File: src/rtl/alu_issue.sv
// alu_issue
//
// Execute-issue stage that sits directly in front of the ALU.
// - Accepts decoded instructions over a valid/ready handshake.
// - Resolves both source operands with EX/MEM forwarding, and selects the
//   immediate for B when asked.
// - Holds the result in the ID/EX register, which drives the ALU op/A/B
//   inputs.
// - Inserts a single bubble on a load-use dependency.
// - Supports flush.
// - Freezes the ALU inputs while downstream back-pressures.
//
// Ports
//   clk, rst_n        : rising-edge clock, asynchronous active-low reset
//   in_valid/in_ready : decoded-instruction handshake
//   in_op             : ALU opcode, passed through unchanged
//   in_rs/in_rt       : source register indices
//   in_rs_val/in_rt_val : register-file read data
//   in_imm/in_use_imm : extended immediate, and select for the B operand
//   in_rd/in_wen/in_load : destination index, write enable, load flag
//   flush             : kill the EX slot and any same-cycle transfer
//   alu_out           : ALU result of the instruction in EX (forwarding source)
//   mem_valid/mem_wen/mem_rd/mem_data : MEM-stage writeback (forwarding source)
//   ex_ready          : downstream accepts the EX slot
//   ex_valid, alu_op, alu_a, alu_b, ex_rt_val, ex_rd, ex_wen, ex_load :
//                       EX slot contents
//
// Optional build macro
//   ALU_ISSUE_PERF_EN : adds the perf_issued and perf_hz_stalls counters.
//                       Both are 32 bits and wrap.

module alu_issue (
   input  logic        clk,
   input  logic        rst_n,

   input  logic        in_valid,
   output logic        in_ready,
   input  logic [4:0]  in_op,
   input  logic [4:0]  in_rs,
   input  logic [4:0]  in_rt,
   input  logic [31:0] in_rs_val,
   input  logic [31:0] in_rt_val,
   input  logic [31:0] in_imm,
   input  logic        in_use_imm,
   input  logic [4:0]  in_rd,
   input  logic        in_wen,
   input  logic        in_load,

   input  logic        flush,

   input  logic [31:0] alu_out,
   input  logic        mem_valid,
   input  logic        mem_wen,
   input  logic [4:0]  mem_rd,
   input  logic [31:0] mem_data,

   input  logic        ex_ready,
   output logic        ex_valid,
   output logic [4:0]  alu_op,
   output logic [31:0] alu_a,
   output logic [31:0] alu_b,
   output logic [31:0] ex_rt_val,
   output logic [4:0]  ex_rd,
   output logic        ex_wen,
   output logic        ex_load
`ifdef ALU_ISSUE_PERF_EN
   ,
   output logic [31:0] perf_issued,
   output logic [31:0] perf_hz_stalls
`endif
);

   logic        adv;
   logic        rt_used;
   logic        hz;
   logic        xfer;
   logic        ex_fwd_ok;
   logic        mem_fwd_ok;
   logic [31:0] fwd_rs;
   logic [31:0] fwd_rt;
   logic [31:0] opnd_b;

   assign adv = !ex_valid | ex_ready;

   // Stores (no writeback) read rt as store data even when B is the
   // immediate, so their rt must count for the load-use check.
   assign rt_used = !in_use_imm | !in_wen;

   assign hz = in_valid & ex_valid & ex_load & (ex_rd != 5'd0) &
               ((ex_rd == in_rs) | ((ex_rd == in_rt) & rt_used));

   // Gating with rst_n keeps the handshake closed while reset is held.
   assign in_ready = rst_n & adv & !hz & !flush;
   assign xfer     = in_valid & in_ready;

   // A load in EX has no data yet, so it is never an EX forwarding source.
   // The hazard logic covers that case instead.
   assign ex_fwd_ok  = ex_valid & ex_wen & !ex_load & (ex_rd != 5'd0);
   assign mem_fwd_ok = mem_valid & mem_wen & (mem_rd != 5'd0);

   // Both sources must be non-zero for a match, so r0 always reads the
   // register file.
   always_comb begin
      fwd_rs = in_rs_val;
      if (ex_fwd_ok && (ex_rd == in_rs)) begin
         fwd_rs = alu_out;
      end else if (mem_fwd_ok && (mem_rd == in_rs)) begin
         fwd_rs = mem_data;
      end
   end

   always_comb begin
      fwd_rt = in_rt_val;
      if (ex_fwd_ok && (ex_rd == in_rt)) begin
         fwd_rt = alu_out;
      end else if (mem_fwd_ok && (mem_rd == in_rt)) begin
         fwd_rt = mem_data;
      end
   end

   assign opnd_b = in_use_imm ? in_imm : fwd_rt;

   // Valid bit.
   // - Flush wins over everything.
   // - When the slot advances without a transfer, a bubble is left behind.
   always_ff @(posedge clk or negedge rst_n) begin
      if (!rst_n) begin
         ex_valid <= 1'b0;
      end else if (flush) begin
         ex_valid <= 1'b0;
      end else if (adv) begin
         ex_valid <= xfer;
      end
   end

   // Payload only changes on a real transfer. This keeps the ALU inputs
   // bit-stable through stalls, bubbles and flushes.
   always_ff @(posedge clk or negedge rst_n) begin
      if (!rst_n) begin
         alu_op    <= 5'd0;
         alu_a     <= 32'd0;
         alu_b     <= 32'd0;
         ex_rt_val <= 32'd0;
         ex_rd     <= 5'd0;
         ex_wen    <= 1'b0;
         ex_load   <= 1'b0;
      end else if (xfer) begin
         alu_op    <= in_op;
         alu_a     <= fwd_rs;
         alu_b     <= opnd_b;
         ex_rt_val <= fwd_rt;
         ex_rd     <= in_rd;
         ex_wen    <= in_wen;
         ex_load   <= in_load;
      end
   end

`ifdef ALU_ISSUE_PERF_EN
   logic hz_stall;

   assign hz_stall = in_valid & hz & adv & !flush;

   always_ff @(posedge clk or negedge rst_n) begin
      if (!rst_n) begin
         perf_issued    <= 32'd0;
         perf_hz_stalls <= 32'd0;
      end else begin
         if (xfer) begin
            perf_issued <= perf_issued + 32'd1;
         end
         if (hz_stall) begin
            perf_hz_stalls <= perf_hz_stalls + 32'd1;
         end
      end
   end
`endif

endmodule

File: config.mk
export PLATFORM = sky130hd
export DESIGN_NAME = alu_issue
export DESIGN_NICKNAME = d
export VERILOG_FILES = /design/src/rtl/alu_issue.sv
export SDC_FILE = /design/constraint.sdc
export NUM_CORES = 1
export LEC_CHECK = 0
export CAP_MARGIN = 20
export CORE_ASPECT_RATIO = 0.5
export CORE_MARGIN = 8
export CORE_UTILIZATION = 46
export DETAILED_ROUTE_END_ITERATION = 7
export GPL_ROUTABILITY_DRIVEN = 0
export HOLD_SLACK_MARGIN = 0.15
export PLACE_DENSITY = 0.86
export RECOVER_POWER = 25
export SLEW_MARGIN = 15
export SYNTH_ARGS = -nofsm -noshare
export SYNTH_HDL_FRONTEND = slang
export SYNTH_SLANG_ARGS = --single-unit
export TNS_END_PERCENT = 50
File: constraint.sdc
create_clock -name clk -period 3.3 [get_ports clk]
set_input_delay 0.66 -clock clk [delete_from_list [all_inputs] [get_ports clk]]
set_output_delay 0.66 -clock clk [all_outputs]
set_load 0.005 [all_outputs]
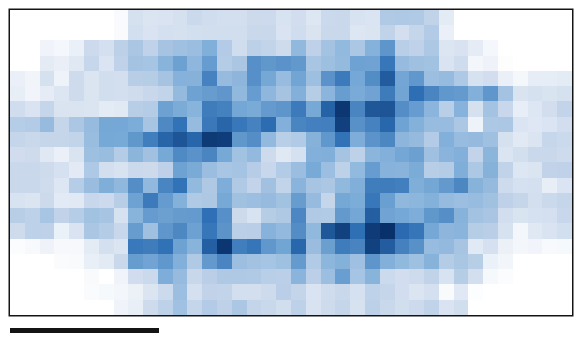
Fig. 1. Wiring heat map.
Scale bar: 50 um. 38 x 20 tiles, from white (low) to dark blue (high), scaled to the fullest tile. Values are wire area over tile area, all layers added.
mean over tiles = 0.27
emptiest ninth of the die = top left
fullest tile = 0.84

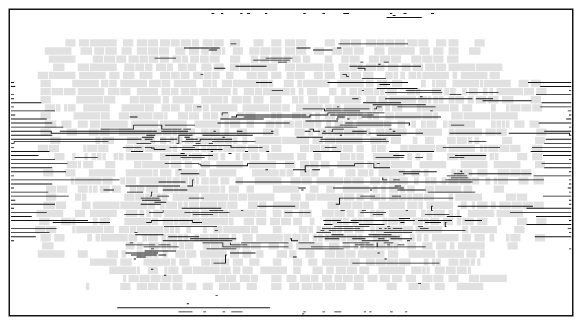
Fig. 2. The metal 3 layer.
Cells faint in the background.
nets with wire on the layer = 231
main direction = horizontal
longest straight run = 79.1 um
share of all routed wire = 10%
wire length on this layer = 3100 um

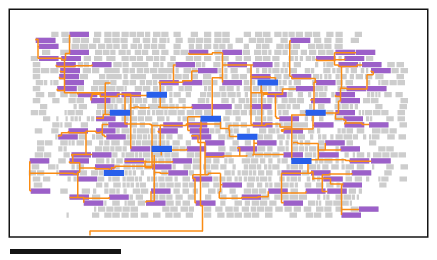
Fig. 3. Routed clock nets over the placement.
Scale bar: 50 um.
clock wires -> orange  # length 1500 um
flip-flops -> purple  # count 109
cells driving clock nets -> blue  # count 9
routed clock nets = 10

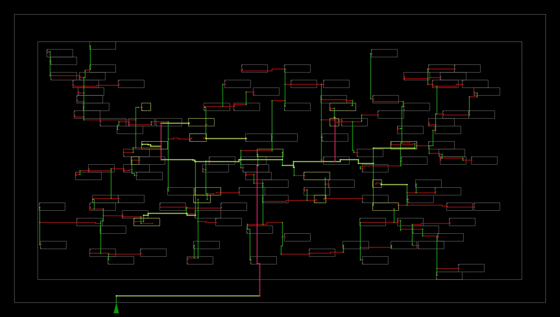
Fig. 4. Clock wiring as the flow saved it.
total clock network power: 1.14 mW
worst-case clock skew: 0.00906 ns
clk_buf instances: 9
TritonCTS Buffers: 9

==> reports/results.env <==
TOP_AREA_SHARE_PCT=40.0
PERIOD_MINUS_SLACK_NS=3.10
TRITONCTS='built'
ROUTED_WIRE_LENGTH_PER_INSTANCE_UM=25.7
GRT_FIRST_PASS_WIRELENGTH_MM=45.8
FINAL-SETUP-VIOL-COUNT=0
CRITICAL_PATH.SLOWEST_CELL='or4_4'
MOST_COMMON_CELL='dfrtp_1'
FLOORPLAN.DIE_AREA_MM2=0.0192
LOG.WARNING_COUNT=26
CLOCK_INSERTION_DELAY_WORST_SKEW_NS=0.36
GRT_START_MAX_NET_PINS=65
SYNTH.YOSYS.NUM_CELLS=706
WORST-PATH-BUF-INV=1
BOUNDARYPINS=305
WORST_PIN_SLEW_NS=1.59
SETUP_TNS_NS=0
FIRST_GLOBAL_VIAS=7790
FP-UTILIZATION_PCT=47.2
POST_SYNTH_TOP_FLOP='dfrtp_1'
POWER.IR.VDD_WORST_uV=243
TIMING.MAX_SLEW.REL_SLACK_PCT=-6.23
DIE_Y_UM=102
STATUS='complete, but fails checks'
FINALHOLDVIOLCOUNT=0
TIMING.CRITICAL_PATH.SLOWEST_CELL_DELAY_NS=0.59
MAX_CAPACITANCE_VIOLATION_COUNT=1
POWER_DENSITY_mW_PER_MM2=435
DIEWIDTH_UM=188
POST-CTS-SETUP-BUFFERS=0
PORT_BUFFERS=304
SYNTHTOPCELLSBYAREA='dfrtp_1, mux2_2, a311oi_1, nand3_1, nor3_1'
TIMING.CRITICAL_PATH.CELLS='or4_4, o211a_1, and2_1, a21boi_0, dlygate4sd2_1'
FINAL_CORE_UTIL_PCT=72.0
VIAS_PER_CELL=6.69
NUMBER_OF_ANTENNA_VIOLATIONS_AT_THE_FIRST_CHECK_IN_GLOBAL_ROUTING=0
SYNTHESIZED_CELL_AREA_MM2=0.00683
AREA.GROWTH.SYNTH_TO_FINAL_PCT=52.5
VIA_COUNT=7859
WORST_HOLD_SLACK_NS=0.495
ROUTED_WL_MM=30.2
CRITICAL_PATH.MAX_FANOUT=5
PLACE_HPWL_MM=21.5
WORST_SETUP_HOLD_PATH_CLK_SLEW_NS=0.08
SYNTH_WARNINGS=0
FINISH.CELL_COUNT_WITHOUT_FILLERS=1174
CP-START-KIND='flop'
WORSTREGTOREGCELLS=6
ARRIVAL_TIME_AT_THE_WORST_ENDPOINT_NS=2.44
TIMING.CRITICAL_PATH.REQUIRED_NS=2.64
DRT-INITIAL-DRC-COUNT=1086
NUMCLOCKSINKS=109
CRITPATHKIND='reg -> out'
POWER_LEAKAGE_nW=3.73
ASYNC_RESET_FF_SHARE_PCT=100
SYNTH_CHIP_AREA_MM2=0.00683
TIMING.FINAL.MAX_SLEW_VIOLATIONS=63
MIN_PATH_CELLS=1
CPLARGESTDELAYFAMILY='simple AND/OR/NAND/NOR gates'
GRT.TOTAL_USAGE_PCT=30.1
CRITICAL_PATH_CELL_COUNT=5
EDF_COUNT=0
DRC=0
FINAL_ANTENNA_NET_COUNT=0
GLOBALROUTE.TOTALOVERFLOW=0
SYNTH.LARGEST_AREA_CELL='dfrtp_1'
NETLIST_TOP_CELLS_COUNT='dfrtp_1, nand3_1, nor3_1'
FLOORPLAN.NETS=901
PLACED_CELLS=1157
YOSYS_REGISTER_BITS=109
CTSROOTBUFFERMASTER='clkbuf_16'
VIOLATIONS_IN_THE_FINAL_REPORTS='capacitance limit, slew limit'
DETAILEDROUTE.FIRSTPASSITERATIONCOUNT=6
WORSTSETUPENDPOINTTYPE='output pin'
CORE_AREA_MM2=0.0145
FINAL_LAYOUT_SIZE_SUFFIX_GT1_SHARE_PCT=10.8
SETUP_REPAIR_AFTER_GLOBAL_ROUTING_MISSED_ITS_MARGIN='no'
YS_SEQ_SHARE_PCT=40.0
H_TREE_DEPTH_REPORTED_BY_CTS=3
SYNTH_CELLS=706
SYNTH.AVG_CELL_AREA_UM2=9.67
CLK_PATH_BUF_DEPTH=2
MAX_FREQ_MHz=323
NETS=1165
STD_CELL_ROWS=31
MIN-DELAY-PATH-CLASS='reg -> reg'
LAYOUT_WORST_PATH_CYCLE_SHARE_PCT=93.8
SYNTH.DISTINCT_CELLS=41
==> report_power, final <==
group | internal, mW | total [mW] | leakage [nW] | switching [mW]
registers | 1.60 | 1.78 | 1.29 | 0.180
logic | 0.961 | 1.62 | 2.29 | 0.658
clock network | 0.540 | 1.14 | 0.144 | 0.597
==> layout make-up <==
class                      instances  area [um^2]
antenna                            1         2.50
clock buffer                       9          225
clock inverter                     7         77.6
fill                            1045         4060
multi-input combinational        509         3750
sequential                       109         2730
tap                              198          248
timing repair buffer             341         3380
==> routing by layer <==
layer / part of all wire, % / vias up / global-route usage [%]
li1: - / 3347 / -
met1: 39 / 3814 / 38.5
met2: 46 / 591 / 48.1
met3: 10 / 107 / 7.36
met4: 4.8 / 0 / 14.3
met5: 0 / - / 0
==> cells by family after synthesis <==
logic type	Yosys count	synth area share [%]
xor+xnor	21	2.69
mux	44	7.26
flops	109	40.0
simple gates	177	12.8
compound gates	267	31.4
buf+inv	88	5.86
==> stage by stage <==
step	power, mW	instance area, um^2	setup WS, ns
after floorplan	2.33	6830	0.691
after global placement	3.37	10100	0.0893
after detailed placement	3.41	10100	0.0784
after CTS	4.53	10400	0.238
after global routing	4.71	10400	0.180
final	4.53	10400	0.203
==> worst register-to-register path, cell delays in order, from the launching register on <==
cell     delay (ns)
dfrtp_1        0.46
or4_4          0.59
o211a_1        0.28
buf_4          0.29
a21oi_4        0.21
buf_4          0.50
mux2_2         0.45
==> state kept, by name (all words and copies together) (netlist names) <==
signal     flops
alu_a         32
alu_b         32
alu_op         5
ex_load        1
ex_rd          5
ex_rt_val     32
ex_valid       1
ex_wen         1
==> placed cells by master (no fill, tap or decap), types with 3 or more instances in the layout <==
cell / netlist / layout
a211o_1: 12 / 12
a211oi_1: 20 / 20
a21boi_0: 33 / 33
a22o_1: 20 / 20
a311o_1: 20 / 20
a311oi_1: 44 / 44
a31oi_1: 32 / 32
buf_12: 0 / 6
buf_4: 2 / 29
clkbuf_16: 0 / 9
clkdlybuf4s50_1: 0 / 288
dfrtp_1: 109 / 109
dlygate4sd3_1: 0 / 13
mux2_2: 42 / 42
nand2_1: 36 / 36
nand3_1: 64 / 64
nor3_1: 64 / 64
o211a_1: 3 / 3
o21ai_0: 32 / 32
o2bb2ai_1: 12 / 12
o32a_1: 32 / 32
xnor2_1: 14 / 14
xor2_1: 7 / 7
==> path summary, 6_finish.rpt <==
kind | start | to | slack [ns]
max | ex_rd[2] | in_ready | 0.20
min | alu_a[25] | alu_a[25] | 0.49
max reg2reg | ex_rd[2] | ex_rt_val[22] | 0.43
min reg2reg | alu_a[25] | alu_a[25] | 0.49
max in group asynchronous | rst_n | alu_a[30] | 0.84
min in group asynchronous | rst_n | alu_op[0] | 0.83
==> what timing repair did <==
action,CTS,global route
setup endpoints to repair,1,0
gates resized,1,0
hold buffers,0,0
No activity file was given, so power comes from the tool's default toggle rates.
